==> src/rtl/riscv_ex_pkg.sv <==
// Shared types and width helpers for the EX retire queue and its match units.
package riscv_ex_pkg;

    // Widest unit index ever stored (NUM_UNITS is at most 8).
    localparam int UNIT_MAX_W = 3;

    typedef struct packed {
        logic [UNIT_MAX_W-1:0] unit;
        logic                  rdy;
    } ex_entry_t;

    function automatic int unit_w(input int num_units);
        return (num_units <= 2) ? 1 : $clog2(num_units);
    endfunction

    function automatic int cnt_w(input int depth);
        return $clog2(depth) + 1;
    endfunction

endpackage

==> src/rtl/riscv_ex_retire_match.sv <==
// Finds the oldest candidate slot, scanning forward from the read pointer.
module riscv_ex_retire_match #(
    parameter  int DEPTH = 4,
    localparam int PTR_W = $clog2(DEPTH)
) (
    input  logic [DEPTH-1:0] cand,
    input  logic [PTR_W-1:0] rd_ptr,
    output logic             hit,
    output logic [PTR_W-1:0] idx
);

    logic [PTR_W-1:0] slot;

    // NOTE: every always_comb output gets a default first, so no path can infer a latch.
    always_comb begin
        hit  = 1'b0;
        idx  = '0;
        slot = '0;
        for (int i = 0; i < DEPTH; i++) begin
            slot = rd_ptr + PTR_W'(i);
            if (!hit && cand[slot]) begin
                hit = 1'b1;
                idx = slot;
            end
        end
    end

endmodule

==> src/rtl/riscv_ex_retire.sv <==
// In-order retire queue: out-of-order unit results are parked and released in issue order.
module riscv_ex_retire
    import riscv_ex_pkg::*;
#(
    parameter  int XLEN      = 32,
    parameter  int NUM_UNITS = 4,
    parameter  int DEPTH     = 4,
    localparam int UNIT_W    = unit_w(NUM_UNITS),
    localparam int CNT_W     = cnt_w(DEPTH)
) (
    input  logic                      clk,
    input  logic                      rst,
    input  logic                      flush,
    input  logic                      iss_valid,
    input  logic [UNIT_W-1:0]         iss_unit,
    input  logic [XLEN-1:0]           iss_pc,
    output logic                      iss_ready,
    input  logic [NUM_UNITS-1:0]      unit_done,
    input  logic [NUM_UNITS*XLEN-1:0] unit_r,
    output logic [NUM_UNITS-1:0]      unit_ack,
    output logic                      out_valid,
    output logic [XLEN-1:0]           out_pc,
    output logic [XLEN-1:0]           out_r,
    output logic [UNIT_W-1:0]         out_unit,
    input  logic                      out_ready,
    output logic                      ex_stall,
    output logic [CNT_W-1:0]          count,
    output logic                      err
);

    localparam int PTR_W = $clog2(DEPTH);

    ex_entry_t        ctrl_q [DEPTH];
    logic [XLEN-1:0]  pc_q   [DEPTH];
    logic [XLEN-1:0]  r_q    [DEPTH];
    logic [PTR_W-1:0] rd_ptr, wr_ptr;

    logic [DEPTH-1:0]     occ;
    logic [DEPTH-1:0]     cand [NUM_UNITS];
    logic [NUM_UNITS-1:0] hit;
    logic [PTR_W-1:0]     idx  [NUM_UNITS];
    logic [PTR_W-1:0]     off;
    logic                 push, pop, err_set;

    assign iss_ready = count < CNT_W'(DEPTH);
    assign ex_stall  = !iss_ready;
    assign push      = iss_valid && iss_ready && !flush;
    assign out_valid = (count != '0) && ctrl_q[rd_ptr].rdy;
    assign pop       = out_valid && out_ready && !flush;
    assign out_pc    = pc_q[rd_ptr];
    assign out_r     = (count == '0) ? '0 : r_q[rd_ptr];
    assign out_unit  = ctrl_q[rd_ptr].unit[UNIT_W-1:0];
    assign err_set   = |(unit_done & ~hit);

    // Only entries already in the queue before this edge may complete.
    always_comb begin
        off = '0;
        occ = '0;
        for (int j = 0; j < DEPTH; j++) begin
            off    = PTR_W'(j) - rd_ptr;
            occ[j] = CNT_W'(off) < count;
        end
        for (int k = 0; k < NUM_UNITS; k++) begin
            cand[k] = '0;
            for (int j = 0; j < DEPTH; j++)
                cand[k][j] = occ[j] && !ctrl_q[j].rdy &&
                             (ctrl_q[j].unit == UNIT_MAX_W'(k));
        end
    end

    for (genvar k = 0; k < NUM_UNITS; k++) begin : g_match
        riscv_ex_retire_match #(.DEPTH(DEPTH)) u_match (
            .cand   (cand[k]),
            .rd_ptr (rd_ptr),
            .hit    (hit[k]),
            .idx    (idx[k])
        );
    end

    always_comb begin
        unit_ack = '0;
        for (int k = 0; k < NUM_UNITS; k++)
            unit_ack[k] = unit_done[k] && hit[k] && !flush;
    end

    // NOTE: state registers use non-blocking assignments so every flop samples pre-edge values.
    always_ff @(posedge clk or posedge rst) begin
        if (rst) begin
            rd_ptr <= '0;
            wr_ptr <= '0;
            count  <= '0;
            err    <= 1'b0;
            for (int i = 0; i < DEPTH; i++)
                ctrl_q[i] <= '0;
        end else begin
            if (err_set)
                err <= 1'b1;
            if (flush) begin
                rd_ptr <= '0;
                wr_ptr <= '0;
                count  <= '0;
                for (int i = 0; i < DEPTH; i++)
                    ctrl_q[i].rdy <= 1'b0;
            end else begin
                if (push) begin
                    ctrl_q[wr_ptr] <= '{unit: UNIT_MAX_W'(iss_unit), rdy: 1'b0};
                    wr_ptr         <= wr_ptr + PTR_W'(1);
                end
                for (int k = 0; k < NUM_UNITS; k++)
                    if (unit_ack[k])
                        ctrl_q[idx[k]].rdy <= 1'b1;
                if (pop)
                    rd_ptr <= rd_ptr + PTR_W'(1);
                count <= count + CNT_W'(push) - CNT_W'(pop);
            end
        end
    end

    // NOTE: payload storage has no reset; it is only observed behind a set rdy bit or nonzero count.
    always_ff @(posedge clk) begin
        if (push)
            pc_q[wr_ptr] <= iss_pc;
        for (int k = 0; k < NUM_UNITS; k++)
            if (unit_ack[k])
                r_q[idx[k]] <= unit_r[k*XLEN +: XLEN];
    end

endmodule

==> config.mk <==
export PLATFORM = sky130hd
export DESIGN_NAME = riscv_ex_retire
export DESIGN_NICKNAME = d
export VERILOG_FILES = /design/src/rtl/riscv_ex_pkg.sv /design/src/rtl/riscv_ex_retire_match.sv /design/src/rtl/riscv_ex_retire.sv
export SDC_FILE = /design/constraint.sdc
export NUM_CORES = 1
export LEC_CHECK = 0
export CORE_MARGIN = 2
export CORE_UTILIZATION = 58
export CTS_CLUSTER_SIZE = 14
export DETAILED_ROUTE_END_ITERATION = 10
export PLACE_DENSITY = 0.86
export SYNTH_ARGS = -nofsm -noshare
export SYNTH_HDL_FRONTEND = slang
export SYNTH_SLANG_ARGS = --single-unit
==> constraint.sdc <==
create_clock -name clk -period 12.1 [get_ports clk]
set_input_delay 2.42 -clock clk [delete_from_list [all_inputs] [get_ports clk]]
set_output_delay 2.42 -clock clk [all_outputs]
set_load 0.02 [all_outputs]
==> run_results.csv <==
group,metric,value,unit
floorplanning,core.rowCount,58,
global_routing,grt_start_max_net_pins,50,
hold_path,hold_depth,1,
routing,drtAntennaViolNets,0,
status,status,"finished, final reports clean",
synthesis,synth.largest_area_cell,"edfxtp_1",
synthesis,enable_flop_cells,256,
floorplanning,chip_area,27200,um2
flow_run,maxCapViolations,0,
hold_path,hold_path_class,"flip-flop to flip-flop",
place,io_buffers,247,
sta,grt_setup_unrepaired,"false",
sta,fin_skew,0.0151,ns
routing,dr.pass1.iters,6,
sta,maxSlewHeadroom,0.263,
sta,timing.final.ws_setup,4.87,ns
sta,setup_tns,0,ns
floorplanning,fp_util,0.593,
power,share_comb_of_total_power,0.243,
clock_network,postCtsHoldBufs,0,
synthesis,avgSynthCellArea,13.2,um2
routing,drc,0,
sta,tightest_slew,1.10,ns
synthesis,netlist.area_leader.share,0.512,
power,peakVddDrop,0.122,mV
critical_path,r2r-start,"rd_ptr[1]$_DFFE_PP0P_",
layout,syn2layout_area_growth,24.3,%
critical_path,reg2reg_slack,6.12,ns
critical_path,setup.worst_path.class,"flip-flop to output pin",
floorplanning,die_x,165,um
global_routing,grt_overflow_total,0,
routing,wl_per_cell,25.5,um
## worst max-delay path: stages, from the launching register on
cell and delay, ns:
dfrtp_4 0.82, buf_4 0.66, xnor2_1 0.23, inv_1 0.08
ha_1 0.28, and2b_4 0.19, a2111oi_4 0.68, nand2_1 0.16
a311oi_1 0.42, clkdlybuf4s50_1 0.68
## cells by family (layout without fill, tap and decap cells)
family,Yosys count,count (layout),synth area share
buf+inv,139,375,0.0407
simple gates,242,242,0.0808
fa+ha+maj,11,11,0.00967
mux,170,170,0.170
flops,280,280,0.552
compound gates,289,289,0.144
xor+xnor,6,6,0.00350
## area by class of cell
cell class / count / area (um2)
Fill cell: 1535 / 6670
Sequential cell: 280 / 8300
Inverter: 52 / 195
Timing Repair Buffer: 272 / 2660
Clock buffer: 36 / 772
Clock inverter: 15 / 164
Multi-Input combinational cell: 718 / 6160
Tap cell: 330 / 413
## power by group through the flow
stage	clock network (mW)	registers [mW]	logic, mW
global route	0.929	1.22	0.712
finish	0.880	1.21	0.672
global placement	0	1.22	0.648
CTS	0.888	1.21	0.663
floorplan	0	1.20	0.390
detailed placement	0	1.23	0.658
## layout by cell type (no fill, tap or decap), drive strengths merged, types with 3 or more instances in the layout
master / n
and2: 7
a21oi: 73
clkinv: 8
inv: 53
bufinv: 3
or2: 5
o22ai: 101
clkdlybuf4s50: 247
a31oi: 37
a211oi: 3
dfrtp: 24
or3: 3
nand3: 8
mux2i: 96
and2b: 3
nor2b: 45
o21ai: 8
nor4: 3
edfxtp: 256
xnor2: 6
a221oi: 33
nand4: 3
mux4: 67
clkinvlp: 3
a2111oi: 5
a2111o: 4
and4: 3
a41oi: 4
buf: 25
mux2: 7
o2111ai: 4
ha: 10
nor3: 9
nor2: 54
nand2: 82
clkbuf: 36
nand2b: 13
## registers in the layout (all words and copies together), names as in the netlist, named ones only
| signal | cells |
|---|---|
| pc_q | 128 |
| wr_ptr | 2 |
| r_q | 128 |
| rd_ptr | 2 |
| count | 3 |
| err | 1 |
| ctrl_q | 4 |
## cell usage after synthesis, types with 3 or more instances
cell,instances
buf_1,13
nand2b_1,13
nor3_1,8
inv_1,50
and2_1,7
and4_1,3
a31oi_1,37
a221oi_1,4
buf_4,4
nand3_1,8
edfxtp_1,256
buf_6,6
o21ai_0,6
dfrtp_1,24
mux2i_1,96
o2111ai_1,4
mux4_2,67
nand4_1,3
or3_1,3
a21oi_1,72
buf_2,21
o22ai_1,101
nor2_1,54
xnor2_1,6
a2111o_1,4
a221oi_2,29
ha_1,10
mux2_2,7
nand2_1,81
a41oi_1,4
clkbuf_1,42
nor2b_1,45
## stage by stage
stage	power (mW)	std cells	util	instance area, um2
after detailed placement	1.88	1652	0.700	17700
final	2.76	1703	0.737	18700
after global routing	2.86	1703	0.737	18700
after CTS	2.76	1703	0.737	18700
after floorplan	1.59	1137	-	15000
after global placement	1.87	1652	0.700	17700
## per-layer routing
layer  vias up  GRT usage  routed length (um)
met5         -          0                  13
met3       183     0.0648                5050
li1       4925          -                   -
met4         2      0.146                2030
met1      5498      0.413               15500
met2       892      0.524               20800
cell_classes.png
Fill, decap, tap and diode cells in grey.
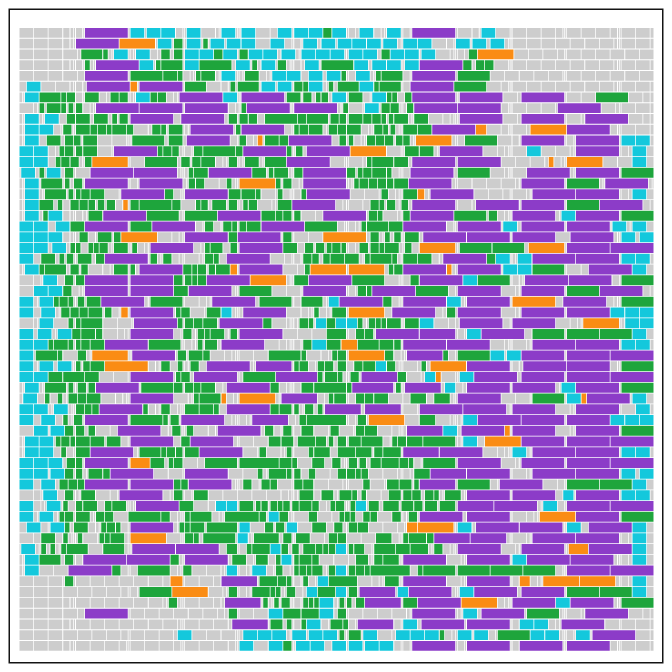
[green] all other logic | cells: 770 | share of their area: 35%
[purple] flip-flops | cells: 280 | share of their area: 45%
[orange] clock drivers and dummy loads | cells: 51 | share of their area: 5.1%
[cyan] other buffers and delay cells | cells: 272 | share of their area: 15%
Final Cell Area: 18700 um2
Final Util: 0.737
Seq area share: 0.445
Core Area: 25300 um2

met1.png
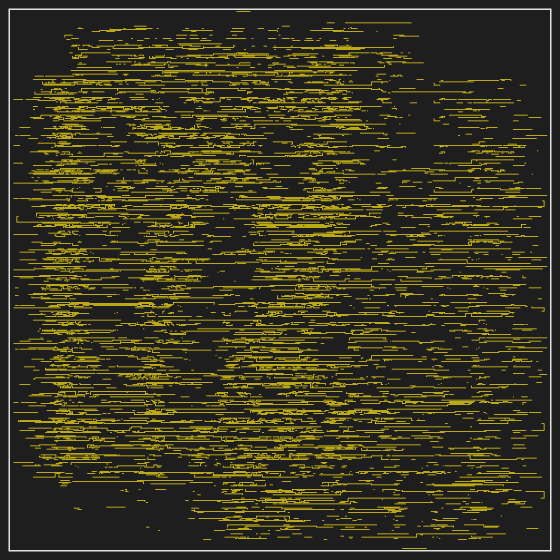
main direction: horizontal
longest straight run: 49.2 um
share of all routed wire: 36%

met3.png
Scale bar: 50 um.
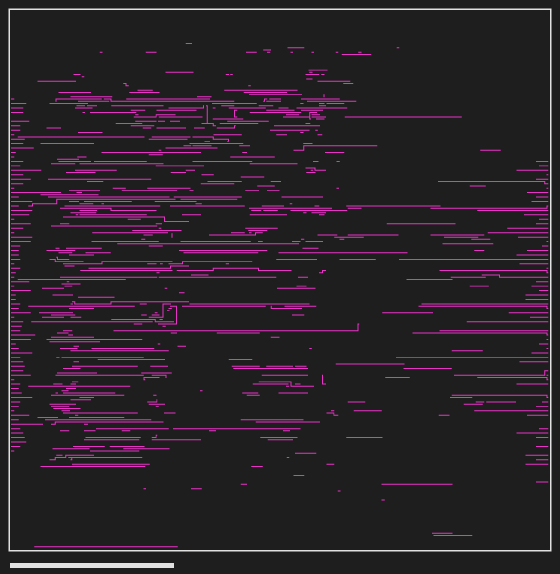
share of all routed wire: 12%
main direction: horizontal
longest straight run: 74.5 um
wire length on this layer: 5050 um
total wire length: 43.4 mm
via count: 11.5k
met3 Track Usage GR: 0.0648

final_clocks.png
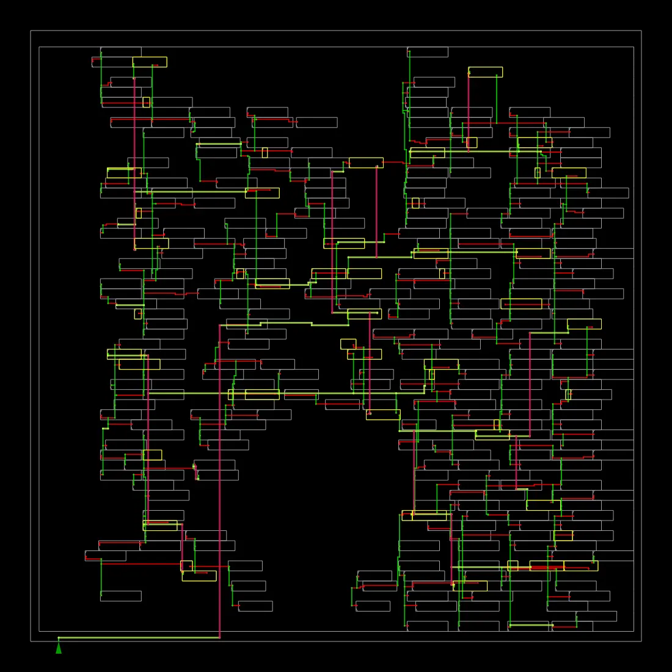
Inserted Clock Buffers: 28
Clock Sinks: 280
clk_buf instances: 36

Power figures rest on the tool's default switching activity, not on a simulated workload.
